Fig. 1: cell density map
Drawn at 3 px/um. The die is cut into 9 by 9 equal tiles; dark purple is low, yellow is high, 0 to 100% covered.
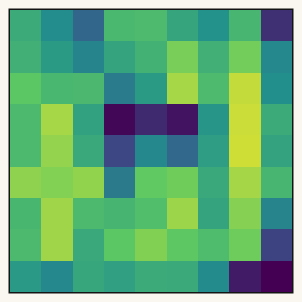
Fig. 2: where the registers sit
Drawn at 4 px/um. Other sequential cells in the stronger grey, the rest of the logic in the fainter grey.
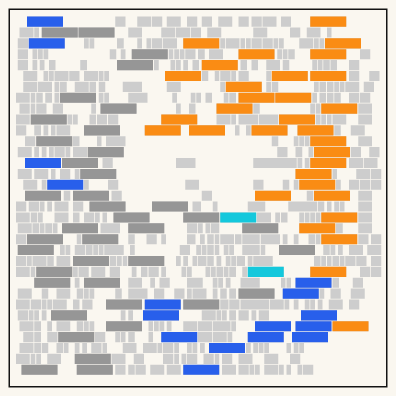
Fig. 3: I/O nets highlighted
Drawn at 4 px/um.
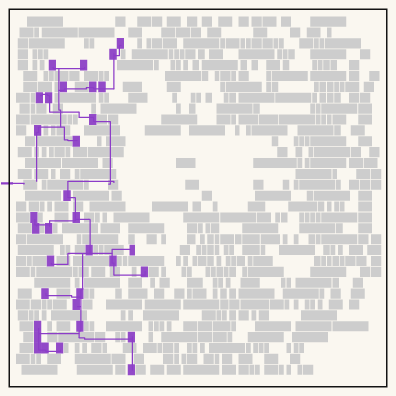
==> config.mk <==
export PLATFORM = sky130hd
export DESIGN_NAME = timx_apb_cfg_master
export DESIGN_NICKNAME = d
export VERILOG_FILES = /design/src/rtl/timx_apb_pkg.sv /design/src/rtl/timx_apb_wdog.sv /design/src/rtl/timx_apb_cfg_master.sv
export SDC_FILE = /design/constraint.sdc
export NUM_CORES = 1
export LEC_CHECK = 0
export ABC_AREA = 1
export CAP_MARGIN = 20
export CORE_UTILIZATION = 43
export DETAILED_ROUTE_END_ITERATION = 8
export GPL_ROUTABILITY_DRIVEN = 1
export PLACE_DENSITY = 0.84
export SYNTH_ARGS = -nofsm -noshare
export SYNTH_HDL_FRONTEND = slang
export SYNTH_SLANG_ARGS = --single-unit
==> constraint.sdc <==
create_clock -name apb_clk -period 2.6 [get_ports apb_clk]
set_input_delay 0.39 -clock apb_clk [delete_from_list [all_inputs] [get_ports apb_clk]]
set_output_delay 0.39 -clock apb_clk [all_outputs]
set_load 0.1 [all_outputs]
==> src/rtl/timx_apb_pkg.sv <==
// Shared types and constants for the timer APB configuration master.
// FSM encoding, default widths and timer register offsets.
package timx_apb_pkg;

  typedef enum logic [1:0] {
    IDLE   = 2'd0,
    SETUP  = 2'd1,
    ACCESS = 2'd2,
    RESP   = 2'd3
  } state_t;

  localparam int DEF_ADDR_W  = 16;
  localparam int DEF_DATA_W  = 32;
  localparam int DEF_TIMEOUT = 256;

  localparam logic [15:0] REG_CR1  = 16'h0000;
  localparam logic [15:0] REG_SMCR = 16'h0008;
  localparam logic [15:0] REG_CCMR = 16'h0018;
  localparam logic [15:0] REG_CCER = 16'h0020;
  localparam logic [15:0] REG_ARR  = 16'h002C;
  localparam logic [15:0] REG_CNT  = 16'h0038;

  function automatic logic is_aligned(
    input logic [1:0] lsb
  );
    return lsb == 2'b00;
  endfunction

endpackage

==> src/rtl/timx_apb_wdog.sv <==
// ACCESS-phase wait counter; flags expiry on the last allowed stall cycle.
// Instantiated only when TIMX_APB_TIMEOUT_EN is defined.
module timx_apb_wdog #(
  parameter int TIMEOUT_CYCLES = 256
) (
  input  logic clk,
  input  logic rst_n,
  input  logic clr,
  input  logic run,
  output logic expired
);

  localparam int CW_RAW = $clog2(TIMEOUT_CYCLES);
  localparam int CW =
    (CW_RAW < 8)  ? 8 :
    (CW_RAW > 16) ? 16 : CW_RAW;
  localparam logic [CW-1:0] LAST =
    CW'(TIMEOUT_CYCLES - 1);

  logic [CW-1:0] cnt;

  always_ff @(posedge clk or negedge rst_n) begin
    if (!rst_n) begin
      cnt <= '0;
    end else if (clr) begin
      cnt <= '0;
    end else if (run) begin
      cnt <= cnt + 1'b1;
    end
  end

  assign expired = run & (cnt == LAST);

endmodule

==> src/rtl/timx_apb_cfg_master.sv <==
// Command-stream to APB initiator for the advanced timer register port.
// Optional ACCESS timeout enabled by defining TIMX_APB_TIMEOUT_EN.
module timx_apb_cfg_master
  import timx_apb_pkg::*;
#(
  parameter int ADDR_W         = DEF_ADDR_W,
  parameter int DATA_W         = DEF_DATA_W,
  parameter int TIMEOUT_CYCLES = DEF_TIMEOUT
) (
  input  logic              apb_clk,
  input  logic              apb_rst_n,
  input  logic              cmd_valid,
  output logic              cmd_ready,
  input  logic              cmd_write,
  input  logic [ADDR_W-1:0] cmd_addr,
  input  logic [DATA_W-1:0] cmd_wdata,
  output logic              rsp_valid,
  input  logic              rsp_ready,
  output logic [DATA_W-1:0] rsp_rdata,
  output logic              rsp_err,
  output logic              timx_psel,
  output logic              timx_penable,
  output logic              timx_pwrite,
  output logic [ADDR_W-1:0] timx_paddr,
  output logic [DATA_W-1:0] timx_pwdata,
  input  logic [DATA_W-1:0] timx_prdata,
  input  logic              timx_pready,
  input  logic              timx_pslverr,
  output logic              busy
);

  state_t state;
  logic   live;
  logic   hs;
  logic   aligned;
  logic   expire;
  logic   done;

  // live keeps cmd_ready low while reset is held
  assign cmd_ready = live & (
    (state == IDLE) |
    ((state == RESP) & rsp_ready));

  assign hs      = cmd_valid & cmd_ready;
  assign aligned = is_aligned(cmd_addr[1:0]);
  assign done    = (state == RESP) & rsp_ready;

`ifdef TIMX_APB_TIMEOUT_EN
  timx_apb_wdog #(
    .TIMEOUT_CYCLES(TIMEOUT_CYCLES)
  ) u_wdog (
    .clk    (apb_clk),
    .rst_n  (apb_rst_n),
    .clr    (state == SETUP),
    .run    ((state == ACCESS) & ~timx_pready),
    .expired(expire)
  );
`else
  logic unused_timeout;
  assign unused_timeout = TIMEOUT_CYCLES[0];
  assign expire = 1'b0;
`endif

  always_ff @(posedge apb_clk or negedge apb_rst_n) begin
    if (!apb_rst_n) begin
      state        <= IDLE;
      live         <= 1'b0;
      busy         <= 1'b0;
      rsp_valid    <= 1'b0;
      rsp_err      <= 1'b0;
      rsp_rdata    <= '0;
      timx_psel    <= 1'b0;
      timx_penable <= 1'b0;
      timx_pwrite  <= 1'b0;
      timx_paddr   <= '0;
      timx_pwdata  <= '0;
    end else begin
      live <= 1'b1;
      unique case (state)
        IDLE, RESP: begin
          if (done) begin
            rsp_valid <= 1'b0;
            rsp_err   <= 1'b0;
            rsp_rdata <= '0;
            state     <= IDLE;
            busy      <= 1'b0;
          end
          if (hs && aligned) begin
            state       <= SETUP;
            busy        <= 1'b1;
            timx_psel   <= 1'b1;
            timx_pwrite <= cmd_write;
            timx_paddr  <= cmd_addr;
            timx_pwdata <= cmd_write ?
              cmd_wdata : '0;
          end else if (hs) begin
            // misaligned: answer at once, bus untouched
            state     <= RESP;
            busy      <= 1'b1;
            rsp_valid <= 1'b1;
            rsp_err   <= 1'b1;
            rsp_rdata <= '0;
          end
        end
        SETUP: begin
          state        <= ACCESS;
          timx_penable <= 1'b1;
        end
        ACCESS: begin
          if (timx_pready) begin
            state        <= RESP;
            timx_psel    <= 1'b0;
            timx_penable <= 1'b0;
            rsp_valid    <= 1'b1;
            rsp_err      <= timx_pslverr;
            rsp_rdata    <=
              (timx_pwrite | timx_pslverr) ?
              '0 : timx_prdata;
          end else if (expire) begin
            state        <= RESP;
            timx_psel    <= 1'b0;
            timx_penable <= 1'b0;
            rsp_valid    <= 1'b1;
            rsp_err      <= 1'b1;
            rsp_rdata    <= '0;
          end
        end
      endcase
    end
  end

endmodule

==> run summary <==
Results of the implementation run.

The first-pass GRT wire length is 15,230 um. The average vias per placed instance came out at 4.850.

The count of final max-slew check failures is 0. The startpoint kind of the worst setup timing path is a flop. The total number of sequential cells is 89. According to the CTS report, the clock sink count is 89.

For reference, the critical path cell chain is inv_1 > ha_1 > nand2_1 > nand2_1 > inv_2 > nand3_2 > nand3_1 > nand2_1. For the worst reg-to-reg path, the startpoint reported by OpenROAD is state[0]. The area occupied by multi-input gates came out at 1234 um^2. The critical path is of the flop to flop type. The number of instances in the synthesized netlist is 410.

In the final design, more cell area goes to sequential cells than to any other class. The total wirelength of the detailed-routed design came out at 9469 um. After detailed routing, the number of remaining DRC violations is 0.

The biggest combinational cell group after synthesis is simple AND/OR/NAND/NOR gates. The mapped netlist covers 3641 um^2. The total stage count of the critical path came out at 8.

The initial antenna violation count is 0. Per Yosys stat, the portion of area used by sequential elements is 0.6117. In the global route stage, overall resource usage came out at 0.2233. The highest layer touched by signal routing is met4.

The slew of the pin with the lowest slew margin came out at 0.7717 ns. The delay of the slowest cell on the worst path is 0.50 ns. In the layout the tool counted multi-input logic cells amounting to 286. The most critical min-delay path falls under primary input to async pin. The number of placed instances, taps included is 670. For this run, the post-layout net count is 666.

After synthesis, the chip area reported by Yosys is 3641 um^2. The run finished with clean final reports. The fraction of area in clock buffers and inverters is 0.03966. The quantity of gates resized following cts is 0. The share of synthesized cell area in and-or and or-and compound cells is 0.008935. The largest individual stage delay along the critical path comes from the cell sky130_fd_sc_hd__nand3_2.

In the post-synthesis netlist, the cell with the most instances is sky130_fd_sc_hd__nand2_1. The number of clock buffers in the layout came out at 12. After synthesis, the share of flip-flops with an asynchronous set or reset is 1.000. The multiplexer share of the synthesized area is 0.

The worst-path maximum fanout is 33. The die boundary height came out at 94.02 um. After legalization and detailed placement, the total HPWL measured 6812 um. OpenSTA, run right after detailed placement, puts the worst setup slack at 0.3724 ns. The met1 usage in global routing came out at 0.2826. The kind of capture point of the worst setup path is a flop.

The detailed-routed wire length on met2 is 4448 um. The final cycle utilization of the critical path is 0.8473.

The average instance in the mapped netlist occupies 8.880 um^2. The capture point of the worst register-to-register path is recorded as rsp_rdata[10]. The number of nets with antenna violations after detailed routing is 0. The tightest hold margin is 0.02565 ns. The total buffers and inverters traversed by the critical path came out at 2. Setup repair after global routing left no endpoint under its margin.

The post-synthesis share of cell area spent on and, or, nand and nor gates is 0.3186. The detailed router placed 3,327 vias in this run. The final number of setup-violating endpoints came out at 0.
-- Fig. 1 (at the start) --
The mean over all tiles is 60%. The emptiest ninth of the die: middle. 25% of the tiles are over 75% full. 2.5% of the tiles are nearly empty.
starting density of the core: 0.4431
Core Region: 8217 um^2
utilization of the core after routing: 0.6604

-- Fig. 2 (at the start) --
Orange stands for `rsp_rdata`, flops 32. Blue stands for `timx_paddr`, flops 16, where spread over the die. Cyan stands for `state`, flops 2.
Storage cell area: 2227 um^2
register fraction of the total cell area: 0.4104

-- Fig. 3 (at the start) --
Purple stands for `cmd_write`, direction input, end cells 33, wire 287 um.
IO Port Bufs: 173
num ports: 174

